Fig. 1: layout detail
Region (64, 95) to (94, 125) microns. Cells in grey, sequential cells in the stronger grey; small squares are vias.
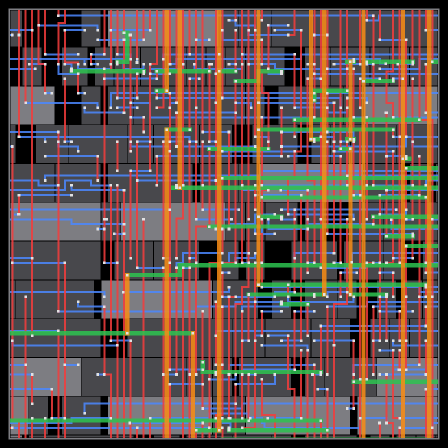
Fig. 2: selected gate families
(3 px per micron)
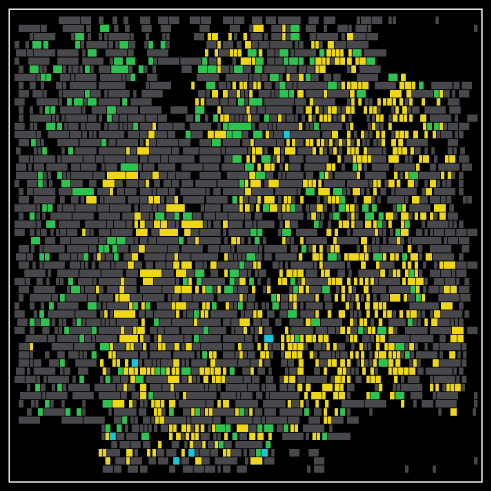
### config.mk
export PLATFORM = sky130hd
export DESIGN_NAME = ahblite_dma_master
export DESIGN_NICKNAME = d
export VERILOG_FILES = /design/src/rtl/ahb_pkg.sv /design/src/rtl/ahblite_dma_master.sv
export SDC_FILE = /design/constraint.sdc
export NUM_CORES = 1
export LEC_CHECK = 0
export ABC_AREA = 1
export CORE_UTILIZATION = 44
export CTS_BUF_LIST = sky130_fd_sc_hd__clkbuf_8
export DETAILED_ROUTE_END_ITERATION = 7
export GPL_ROUTABILITY_DRIVEN = 0
export PLACE_DENSITY = 0.72
export SLEW_MARGIN = 20
export SYNTH_ARGS = -nofsm -noshare
export SYNTH_HDL_FRONTEND = slang
export SYNTH_SLANG_ARGS = --single-unit
### constraint.sdc
create_clock -name clk -period 1.5 [get_ports clk]
set_input_delay 0.375 -clock clk [delete_from_list [all_inputs] [get_ports clk]]
set_output_delay 0.375 -clock clk [all_outputs]
set_load 0.03 [all_outputs]
### src/rtl/ahb_pkg.sv
// Shared AHB-lite encodings and the DMA master FSM state type.
package ahb_pkg;

  localparam logic [1:0] HTRANS_IDLE   = 2'b00;
  localparam logic [1:0] HTRANS_NONSEQ = 2'b10;
  localparam logic [2:0] HSIZE_WORD    = 3'b010;
  localparam logic [2:0] HBURST_SINGLE = 3'b000;
  localparam logic [3:0] HPROT_DATA    = 4'b0011;

  typedef enum logic [2:0] {
    ST_IDLE    = 3'd0,
    ST_RD_ADDR = 3'd1,
    ST_RD_DATA = 3'd2,
    ST_WR_ADDR = 3'd3,
    ST_WR_DATA = 3'd4
  } state_t;

endpackage

### src/rtl/ahblite_dma_master.sv
// Single-channel AHB-lite DMA master: copies len words from src to dst using non-pipelined
// SINGLE word transfers. Defining AHBLITE_DMA_IRQ_EN adds the irq/irq_clr interrupt pair.
module ahblite_dma_master
  import ahb_pkg::*;
(
  input  logic        clk,
  input  logic        rst,
  input  logic        start,
  input  logic [31:0] src_addr,
  input  logic [31:0] dst_addr,
  input  logic [15:0] len,
  input  logic        dst_inc,
  output logic        busy,
  output logic        done,
  output logic        err,
  output logic [31:0] HADDR,
  output logic [1:0]  HTRANS,
  output logic [2:0]  HSIZE,
  output logic [2:0]  HBURST,
  output logic [3:0]  HPROT,
  output logic        HMASTLOCK,
  output logic        HWRITE,
  output logic [31:0] HWDATA,
  input  logic [31:0] HRDATA,
  input  logic        HREADY,
  input  logic        HRESP,
`ifdef AHBLITE_DMA_IRQ_EN
  output logic        irq,
  input  logic        irq_clr,
`endif
  output state_t      o_dbg_state
);

  state_t      r_state;
  logic [31:0] r_src;
  logic [31:0] r_dst;
  logic [31:0] r_hold;
  logic [31:0] r_haddr;
  logic [31:0] r_hwdata;
  logic [15:0] r_count;
  logic [1:0]  r_htrans;
  logic        r_inc;
  logic        r_busy;
  logic        r_done;
  logic        r_err;
  logic        r_hwrite;
  logic [31:0] w_src_next;
  logic [31:0] w_dst_next;

  // Address arithmetic wraps naturally at 2^32.
  assign w_src_next = r_src + 32'd4;
  assign w_dst_next = r_inc ? (r_dst + 32'd4) : r_dst;

  // Handshake: start is accepted only in IDLE; busy covers the whole copy and done pulses once
  // on clean completion. On the bus, an address or data phase completes on a cycle with HREADY=1.
  always_ff @(posedge clk) begin
    if (rst) begin
      r_state  <= ST_IDLE;
      r_src    <= '0;
      r_dst    <= '0;
      r_hold   <= '0;
      r_haddr  <= '0;
      r_hwdata <= '0;
      r_count  <= '0;
      r_htrans <= HTRANS_IDLE;
      r_inc    <= 1'b0;
      r_busy   <= 1'b0;
      r_done   <= 1'b0;
      r_err    <= 1'b0;
      r_hwrite <= 1'b0;
    end else begin
      r_done <= 1'b0;
      case (r_state)
        ST_IDLE: begin
          if (start) begin
            if (len != 16'd0) begin
              r_src    <= src_addr;
              r_dst    <= dst_addr;
              r_count  <= len;
              r_inc    <= dst_inc;
              r_err    <= 1'b0;
              r_busy   <= 1'b1;
              r_state  <= ST_RD_ADDR;
              r_htrans <= HTRANS_NONSEQ;
              r_haddr  <= src_addr;
              r_hwrite <= 1'b0;
            end else begin
              r_done <= 1'b1;
            end
          end
        end
        ST_RD_ADDR: begin
          if (HREADY) begin
            r_state  <= ST_RD_DATA;
            r_htrans <= HTRANS_IDLE;
          end
        end
        ST_RD_DATA: begin
          if (HRESP) begin
            r_state  <= ST_IDLE;
            r_err    <= 1'b1;
            r_busy   <= 1'b0;
            r_htrans <= HTRANS_IDLE;
            r_hwrite <= 1'b0;
          end else if (HREADY) begin
            r_hold   <= HRDATA;
            r_state  <= ST_WR_ADDR;
            r_htrans <= HTRANS_NONSEQ;
            r_haddr  <= r_dst;
            r_hwrite <= 1'b1;
          end
        end
        ST_WR_ADDR: begin
          if (HREADY) begin
            r_state  <= ST_WR_DATA;
            r_htrans <= HTRANS_IDLE;
            r_hwdata <= r_hold;
          end
        end
        ST_WR_DATA: begin
          if (HRESP) begin
            r_state  <= ST_IDLE;
            r_err    <= 1'b1;
            r_busy   <= 1'b0;
            r_htrans <= HTRANS_IDLE;
            r_hwrite <= 1'b0;
          end else if (HREADY) begin
            r_count  <= r_count - 16'd1;
            r_src    <= w_src_next;
            r_dst    <= w_dst_next;
            r_hwrite <= 1'b0;
            if (r_count == 16'd1) begin
              r_state <= ST_IDLE;
              r_busy  <= 1'b0;
              r_done  <= 1'b1;
            end else begin
              r_state  <= ST_RD_ADDR;
              r_htrans <= HTRANS_NONSEQ;
              r_haddr  <= w_src_next;
            end
          end
        end
        default: begin
          r_state  <= ST_IDLE;
          r_busy   <= 1'b0;
          r_htrans <= HTRANS_IDLE;
        end
      endcase
    end
  end

  assign busy        = r_busy;
  assign done        = r_done;
  assign err         = r_err;
  assign HADDR       = r_haddr;
  assign HTRANS      = r_htrans;
  assign HWRITE      = r_hwrite;
  assign HWDATA      = r_hwdata;
  assign HSIZE       = HSIZE_WORD;
  assign HBURST      = HBURST_SINGLE;
  assign HPROT       = HPROT_DATA;
  assign HMASTLOCK   = 1'b0;
  assign o_dbg_state = r_state;

`ifdef AHBLITE_DMA_IRQ_EN
  logic r_irq;
  logic r_err_d;

  // Clear has priority over a same-cycle set source.
  always_ff @(posedge clk) begin
    if (rst) begin
      r_irq   <= 1'b0;
      r_err_d <= 1'b0;
    end else begin
      r_err_d <= r_err;
      if (irq_clr) begin
        r_irq <= 1'b0;
      end else if (r_done || (r_err && !r_err_d)) begin
        r_irq <= 1'b1;
      end
    end
  end

  assign irq = r_irq;
`endif

endmodule

==> reports/qor.yml <==
status:
  failed_checks: "setup timing"
  run_status: "finished with violations"
pwr:
  p_per_area_nw_per_um2: 1370
  total_power_uw: 23100
  power-top-group: "combinational cells"
  clk-power_uw: 3630
routing:
  routed_wl_mm: 44.4
  routedWlPerCell_microns: 17.7
final_timing:
  setup_slack_ns: -0.338
  holdWs_ns: 0.400
  hold_viol: 0
  setup_viol: 191
  worst_clock_skew_ns: 0.0236
worst_setup_path:
  timing_worst_setup_path_type: "reg -> reg"
  slowest_delay_ns: 0.44
  cp.required_ns: 1.91
logic_synthesis:
  ys_area_sq_um: 10600
  synth_cell_type_count: 37
  synth-simple-area-share_pct: 43.1
min_path:
  min_delay_path_depth: 4
  hold_end: "err"
place:
  hpwl_mm: 26.6
  dpl_worst_slack_ns: -1.07
  io_buffers: 189
finish:
  final_layout_top_logic_cells: "nand2_1, nor2_1, buf_4"
grt:
  grt-busiest-layer: "met2"
die:
  core_util_floorplan_pct: 45.0
Notes on Fig. 1 above:
| layer | colour |
|---|---|
| met1 | blue |
| met3 | green |
| met2 | red |
| met4 | orange |
most frequent: nand2_1 (16), nor2_1 (11), inv_1 (10)
cells with their middle in the window: 95
sequential cells in the window: 11
netlist names of flops here include: `r_dst` (8), `HADDR` (3)

Notes on Fig. 2 above:
| family | colour | cells | most used |
|---|---|---|---|
| NAND gates | yellow | 645 | nand2_1 |
| AND and OR gates | cyan | 7 | or2_2 |
| inverting AOI/OAI gates | green | 225 | o21ai_0 |
logic share of the area: 42.8%
Layout Cells excl Fill: 2511
Commonest Layout Cell: nand2_1

cell type report:
| cell class | count | share of cell area [%] |
|---|---|---|
| inverters | 159 | 3.86 |
| repair inverters | 2 | 0.104 |
| repair buffers | 441 | 26.1 |
| flip-flops and latches | 185 | 22.2 |
| clock inverters | 14 | 1.11 |
| well taps | 319 | 2.36 |
| clock buffers | 18 | 1.47 |
| multi-input cells | 1372 | 42.8 |
| diodes | 1 | 0.0148 |
worst max path at each step:
stage,from,endpoint,slack (ns),cells past startpoint
floorplan,o_dbg_state[1],HADDR[12],-0.05,8
finish,o_dbg_state[2],HADDR[3],-0.34,12
global route,o_dbg_state[2],HADDR[3],-0.43,12
detailed placement,len[2],r_src[18],-1.07,10
global placement,len[2],r_src[24],-1.03,10
CTS,o_dbg_state[0],r_src[8],-0.20,10
Power figures rest on the tool's default switching activity, not on a simulated workload.
